Where the registers sit:
Bar = 50 um. Other sequential cells in the stronger gray, the rest of the logic in the fainter gray.
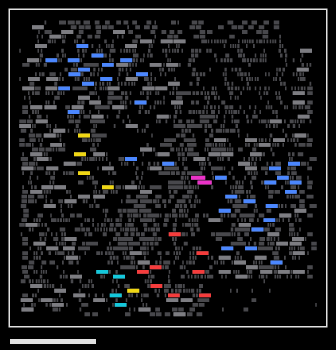
Placed cells, one color a class:
Bar = 50 um.
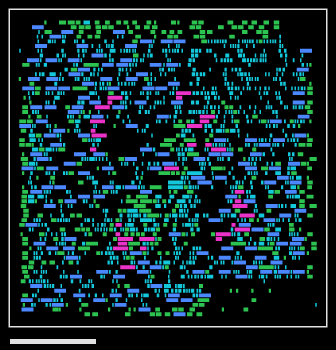
Selected gate families:
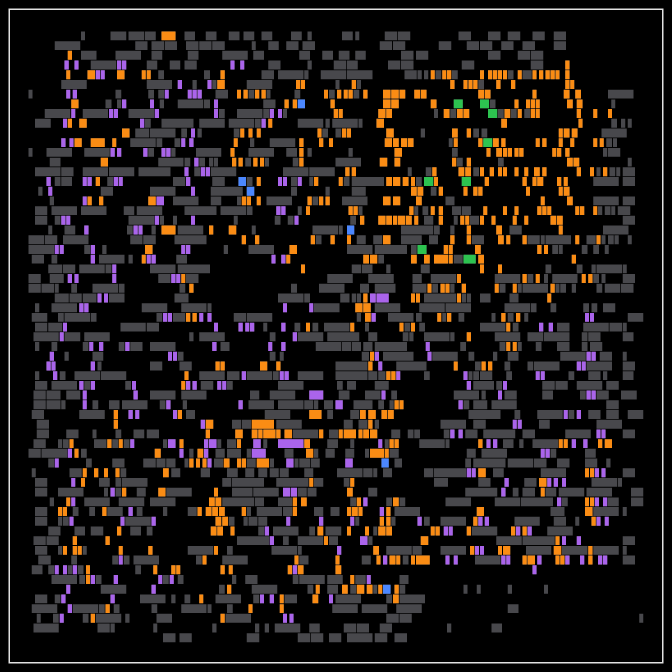
`config.mk`:
```
export PLATFORM = sky130hd
export DESIGN_NAME = mem_stage
export DESIGN_NICKNAME = d
export VERILOG_FILES = /design/src/rtl/mem_stage.sv
export SDC_FILE = /design/constraint.sdc
export NUM_CORES = 1
export LEC_CHECK = 0
export ABC_AREA = 1
export CAP_MARGIN = 20
export CELL_PAD_IN_SITES_DETAIL_PLACEMENT = 0
export CELL_PAD_IN_SITES_GLOBAL_PLACEMENT = 1
export CORE_MARGIN = 5
export CORE_UTILIZATION = 30
export DETAILED_ROUTE_END_ITERATION = 8
export GPL_ROUTABILITY_DRIVEN = 0
export PLACE_DENSITY_LB_ADDON = 0.1
export RECOVER_POWER = 25
export SLEW_MARGIN = 30
export SYNTH_ARGS = -nofsm -noshare
export SYNTH_HDL_FRONTEND = slang
export SYNTH_SLANG_ARGS = --single-unit
```
`constraint.sdc`:
```
create_clock -name clk -period 1.8 [get_ports clk]
set_input_delay 0.18 -clock clk [delete_from_list [all_inputs] [get_ports clk]]
set_output_delay 0.18 -clock clk [all_outputs]
set_load 0.05 [all_outputs]
```
`src/rtl/mem_stage.sv`:
```
// Memory-access stage of the 5-stage MIPS32 pipeline: performs loads/stores over a
// req/gnt/rvalid data bus and emits a registered write-back record or exception pulse.
module mem_stage #(
  parameter int unsigned BUS_TIMEOUT = 255
) (
  input  logic        clk,
  input  logic        rst,
  input  logic        ex_valid,
  output logic        ex_ready,
  input  logic [3:0]  ex_memop,
  input  logic [31:0] ex_result,
  input  logic [31:0] ex_store_data,
  input  logic        ex_wreg,
  input  logic [4:0]  ex_waddr,
  output logic        dbus_req,
  output logic        dbus_we,
  output logic [31:0] dbus_addr,
  output logic [3:0]  dbus_be,
  output logic [31:0] dbus_wdata,
  input  logic        dbus_gnt,
  input  logic        dbus_rvalid,
  input  logic [31:0] dbus_rdata,
  output logic        wb_valid,
  output logic        wb_wreg,
  output logic [4:0]  wb_waddr,
  output logic [31:0] wb_wdata,
  output logic        exc_align,
  output logic        exc_buserr,
  output logic [31:0] exc_addr
);

  localparam int unsigned DATA_W = 32;
  localparam logic [7:0]  CNT_LAST = 8'(BUS_TIMEOUT - 1);

  localparam logic [3:0] OP_LB  = 4'd1;
  localparam logic [3:0] OP_LBU = 4'd2;
  localparam logic [3:0] OP_LH  = 4'd3;
  localparam logic [3:0] OP_LHU = 4'd4;
  localparam logic [3:0] OP_LW  = 4'd5;
  localparam logic [3:0] OP_SB  = 4'd6;
  localparam logic [3:0] OP_SH  = 4'd7;
  localparam logic [3:0] OP_SW  = 4'd8;

  typedef enum logic [1:0] {
    S_IDLE = 2'd0,
    S_REQ  = 2'd1,
    S_WAIT = 2'd2
  } state_t;

  function automatic logic is_mem(input logic [3:0] op);
    return (op >= OP_LB) && (op <= OP_SW);
  endfunction

  function automatic logic is_store(input logic [3:0] op);
    return (op >= OP_SB) && (op <= OP_SW);
  endfunction

  function automatic logic misaligned(input logic [3:0] op, input logic [1:0] lane);
    logic half_op;
    logic word_op;
    half_op = (op == OP_LH) || (op == OP_LHU) || (op == OP_SH);
    word_op = (op == OP_LW) || (op == OP_SW);
    return (half_op && lane[0]) || (word_op && (lane != 2'b00));
  endfunction

  function automatic logic [3:0] byte_en(input logic [3:0] op, input logic [1:0] lane);
    logic [3:0] be;
    case (op)
      OP_LB, OP_LBU, OP_SB: be = 4'b0001 << lane;
      OP_LH, OP_LHU, OP_SH: be = lane[1] ? 4'b1100 : 4'b0011;
      default:              be = 4'b1111;
    endcase
    return be;
  endfunction

  // Replicating narrow stores across all lanes lets the bus pick any lane via be.
  function automatic logic [DATA_W-1:0] store_lanes(input logic [3:0] op,
                                                    input logic [DATA_W-1:0] d);
    logic [DATA_W-1:0] w;
    case (op)
      OP_SB:   w = {4{d[7:0]}};
      OP_SH:   w = {2{d[15:0]}};
      default: w = d;
    endcase
    return w;
  endfunction

  function automatic logic [DATA_W-1:0] load_extract(input logic [3:0] op,
                                                     input logic [1:0] lane,
                                                     input logic [DATA_W-1:0] rdata);
    logic [DATA_W-1:0] shifted;
    logic signed [7:0]  b_s;
    logic signed [15:0] h_s;
    logic [DATA_W-1:0] v;
    shifted = rdata >> {lane, 3'b000};
    b_s     = shifted[7:0];
    h_s     = lane[1] ? rdata[31:16] : rdata[15:0];
    case (op)
      OP_LB:   v = DATA_W'(b_s);
      OP_LBU:  v = {24'd0, shifted[7:0]};
      OP_LH:   v = DATA_W'(h_s);
      OP_LHU:  v = {16'd0, lane[1] ? rdata[31:16] : rdata[15:0]};
      default: v = rdata;
    endcase
    return v;
  endfunction

  state_t            state_q, state_d;
  logic [7:0]        cnt_q, cnt_d;
  logic [3:0]        op_q, op_d;
  logic [DATA_W-1:0] addr_q, addr_d;
  logic              wreg_q, wreg_d;
  logic [4:0]        waddr_q, waddr_d;

  logic              dbus_req_q, dbus_req_d;
  logic              dbus_we_q, dbus_we_d;
  logic [DATA_W-1:0] dbus_addr_q, dbus_addr_d;
  logic [3:0]        dbus_be_q, dbus_be_d;
  logic [DATA_W-1:0] dbus_wdata_q, dbus_wdata_d;

  logic              wb_valid_q, wb_valid_d;
  logic              wb_wreg_q, wb_wreg_d;
  logic [4:0]        wb_waddr_q, wb_waddr_d;
  logic [DATA_W-1:0] wb_wdata_q, wb_wdata_d;
  logic              exc_align_q, exc_align_d;
  logic              exc_buserr_q, exc_buserr_d;
  logic [DATA_W-1:0] exc_addr_q, exc_addr_d;

  always_comb begin
    state_d      = state_q;
    cnt_d        = cnt_q;
    op_d         = op_q;
    addr_d       = addr_q;
    wreg_d       = wreg_q;
    waddr_d      = waddr_q;
    dbus_req_d   = dbus_req_q;
    dbus_we_d    = dbus_we_q;
    dbus_addr_d  = dbus_addr_q;
    dbus_be_d    = dbus_be_q;
    dbus_wdata_d = dbus_wdata_q;
    wb_valid_d   = 1'b0;
    wb_wreg_d    = wb_wreg_q;
    wb_waddr_d   = wb_waddr_q;
    wb_wdata_d   = wb_wdata_q;
    exc_align_d  = 1'b0;
    exc_buserr_d = 1'b0;
    exc_addr_d   = exc_addr_q;

    case (state_q)
      S_IDLE: begin
        // Late rvalid after an abort lands here and is deliberately dropped.
        if (ex_valid) begin
          if (!is_mem(ex_memop)) begin
            wb_valid_d = 1'b1;
            wb_wreg_d  = ex_wreg;
            wb_waddr_d = ex_waddr;
            wb_wdata_d = ex_result;
          end else if (misaligned(ex_memop, ex_result[1:0])) begin
            exc_align_d = 1'b1;
            exc_addr_d  = ex_result;
          end else begin
            state_d      = S_REQ;
            cnt_d        = 8'd0;
            op_d         = ex_memop;
            addr_d       = ex_result;
            wreg_d       = ex_wreg;
            waddr_d      = ex_waddr;
            dbus_req_d   = 1'b1;
            dbus_we_d    = is_store(ex_memop);
            dbus_addr_d  = {ex_result[31:2], 2'b00};
            dbus_be_d    = byte_en(ex_memop, ex_result[1:0]);
            dbus_wdata_d = store_lanes(ex_memop, ex_store_data);
          end
        end
      end

      S_REQ: begin
        cnt_d = cnt_q + 8'd1;
        if (dbus_gnt) begin
          dbus_req_d = 1'b0;
          if (is_store(op_q)) begin
            state_d    = S_IDLE;
            wb_valid_d = 1'b1;
            wb_wreg_d  = 1'b0;
            wb_waddr_d = waddr_q;
          end else begin
            state_d = S_WAIT;
          end
        end else if (cnt_q == CNT_LAST) begin
          state_d      = S_IDLE;
          dbus_req_d   = 1'b0;
          exc_buserr_d = 1'b1;
          exc_addr_d   = addr_q;
        end
      end

      S_WAIT: begin
        cnt_d = cnt_q + 8'd1;
        if (dbus_rvalid) begin
          state_d    = S_IDLE;
          wb_valid_d = 1'b1;
          wb_wreg_d  = wreg_q;
          wb_waddr_d = waddr_q;
          wb_wdata_d = load_extract(op_q, addr_q[1:0], dbus_rdata);
        end else if (cnt_q == CNT_LAST) begin
          state_d      = S_IDLE;
          exc_buserr_d = 1'b1;
          exc_addr_d   = addr_q;
        end
      end

      default: begin
        state_d    = S_IDLE;
        dbus_req_d = 1'b0;
      end
    endcase
  end

  always_ff @(posedge clk) begin
    if (rst) begin
      state_q      <= S_IDLE;
      cnt_q        <= 8'd0;
      op_q         <= 4'd0;
      addr_q       <= '0;
      wreg_q       <= 1'b0;
      waddr_q      <= 5'd0;
      dbus_req_q   <= 1'b0;
      dbus_we_q    <= 1'b0;
      dbus_addr_q  <= '0;
      dbus_be_q    <= 4'd0;
      dbus_wdata_q <= '0;
      wb_valid_q   <= 1'b0;
      wb_wreg_q    <= 1'b0;
      wb_waddr_q   <= 5'd0;
      wb_wdata_q   <= '0;
      exc_align_q  <= 1'b0;
      exc_buserr_q <= 1'b0;
      exc_addr_q   <= '0;
    end else begin
      state_q      <= state_d;
      cnt_q        <= cnt_d;
      op_q         <= op_d;
      addr_q       <= addr_d;
      wreg_q       <= wreg_d;
      waddr_q      <= waddr_d;
      dbus_req_q   <= dbus_req_d;
      dbus_we_q    <= dbus_we_d;
      dbus_addr_q  <= dbus_addr_d;
      dbus_be_q    <= dbus_be_d;
      dbus_wdata_q <= dbus_wdata_d;
      wb_valid_q   <= wb_valid_d;
      wb_wreg_q    <= wb_wreg_d;
      wb_waddr_q   <= wb_waddr_d;
      wb_wdata_q   <= wb_wdata_d;
      exc_align_q  <= exc_align_d;
      exc_buserr_q <= exc_buserr_d;
      exc_addr_q   <= exc_addr_d;
    end
  end

  assign ex_ready   = (state_q == S_IDLE);
  assign dbus_req   = dbus_req_q;
  assign dbus_we    = dbus_we_q;
  assign dbus_addr  = dbus_addr_q;
  assign dbus_be    = dbus_be_q;
  assign dbus_wdata = dbus_wdata_q;
  assign wb_valid   = wb_valid_q;
  assign wb_wreg    = wb_wreg_q;
  assign wb_waddr   = wb_waddr_q;
  assign wb_wdata   = wb_wdata_q;
  assign exc_align  = exc_align_q;
  assign exc_buserr = exc_buserr_q;
  assign exc_addr   = exc_addr_q;

endmodule

```
==> results.toml <==
# flow metrics
[run_status]
status = "completed"

[layout]
n_antenna_cell = 0
final_common_cell = "nand2_1"
buffers = 348
combGateArea_um2 = 4800
clockBufferCount = 17
clk_share = 0.0474
largest_cell_class = "combinational gates"

[place]
pre_cts_slack_ns = -0.264

[global_routing]
grt_pass1_vias = 8843
grt.busiest_layer = "met2"

[floorplan]
coreArea_um2 = 29600
die_area_um2 = 33400
initCoreUtil = 0.303

[synthesis]
yosys_area_um2 = 8950
syn_area_um2 = 8950
simple_gate_area_frac = 0.348
syn_inst = 1392

[clocking]
cts_made_buffers = 17
cts_root_buf = "clkbuf_16"
tritoncts = "built"
clock_tree.buffer_depth = 2

[sta]
fin_setup_tns_ns = 0

[detailed_routing]
dr.pass1.iters = 7
vias = 9383
met3WireLength_um = 2540

[power_and_ir_drop]
top_power_group = "combinational logic"
p_clk_frac = 0.177
Notes on 'where the registers sit' above:
magenta -> state_q  # sequential cells 2
yellow -> waddr_q  # sequential cells 5, where left middle
red -> cnt_q  # sequential cells 8, where bottom middle
blue -> addr_q  # sequential cells 32
cyan -> dbus_be  # sequential cells 4
sequential fraction of total cell area: 0.257
fin util: 0.430
FF/Latch Area: 3270 um^2

Notes on 'placed cells, one color a class' above:
green -> remaining buffers and delay cells  # cells 348
magenta -> clock drivers and dummy loads  # cells 32
cyan -> remaining logic cells  # cells 1115
blue -> registers  # cells 163

Notes on 'selected gate families' above:
blue -> and/or cells  # cells 6, most used or2_2
green -> non-inverting ao/oa cells  # cells 8, most used a21o_1
orange -> nand cells  # cells 489, most used nand2_1, where spread over the die
purple -> nor cells  # cells 264, most used nor2_1, where spread over the die
final cell count without fillers: 2048
logic share of the area: 0.378

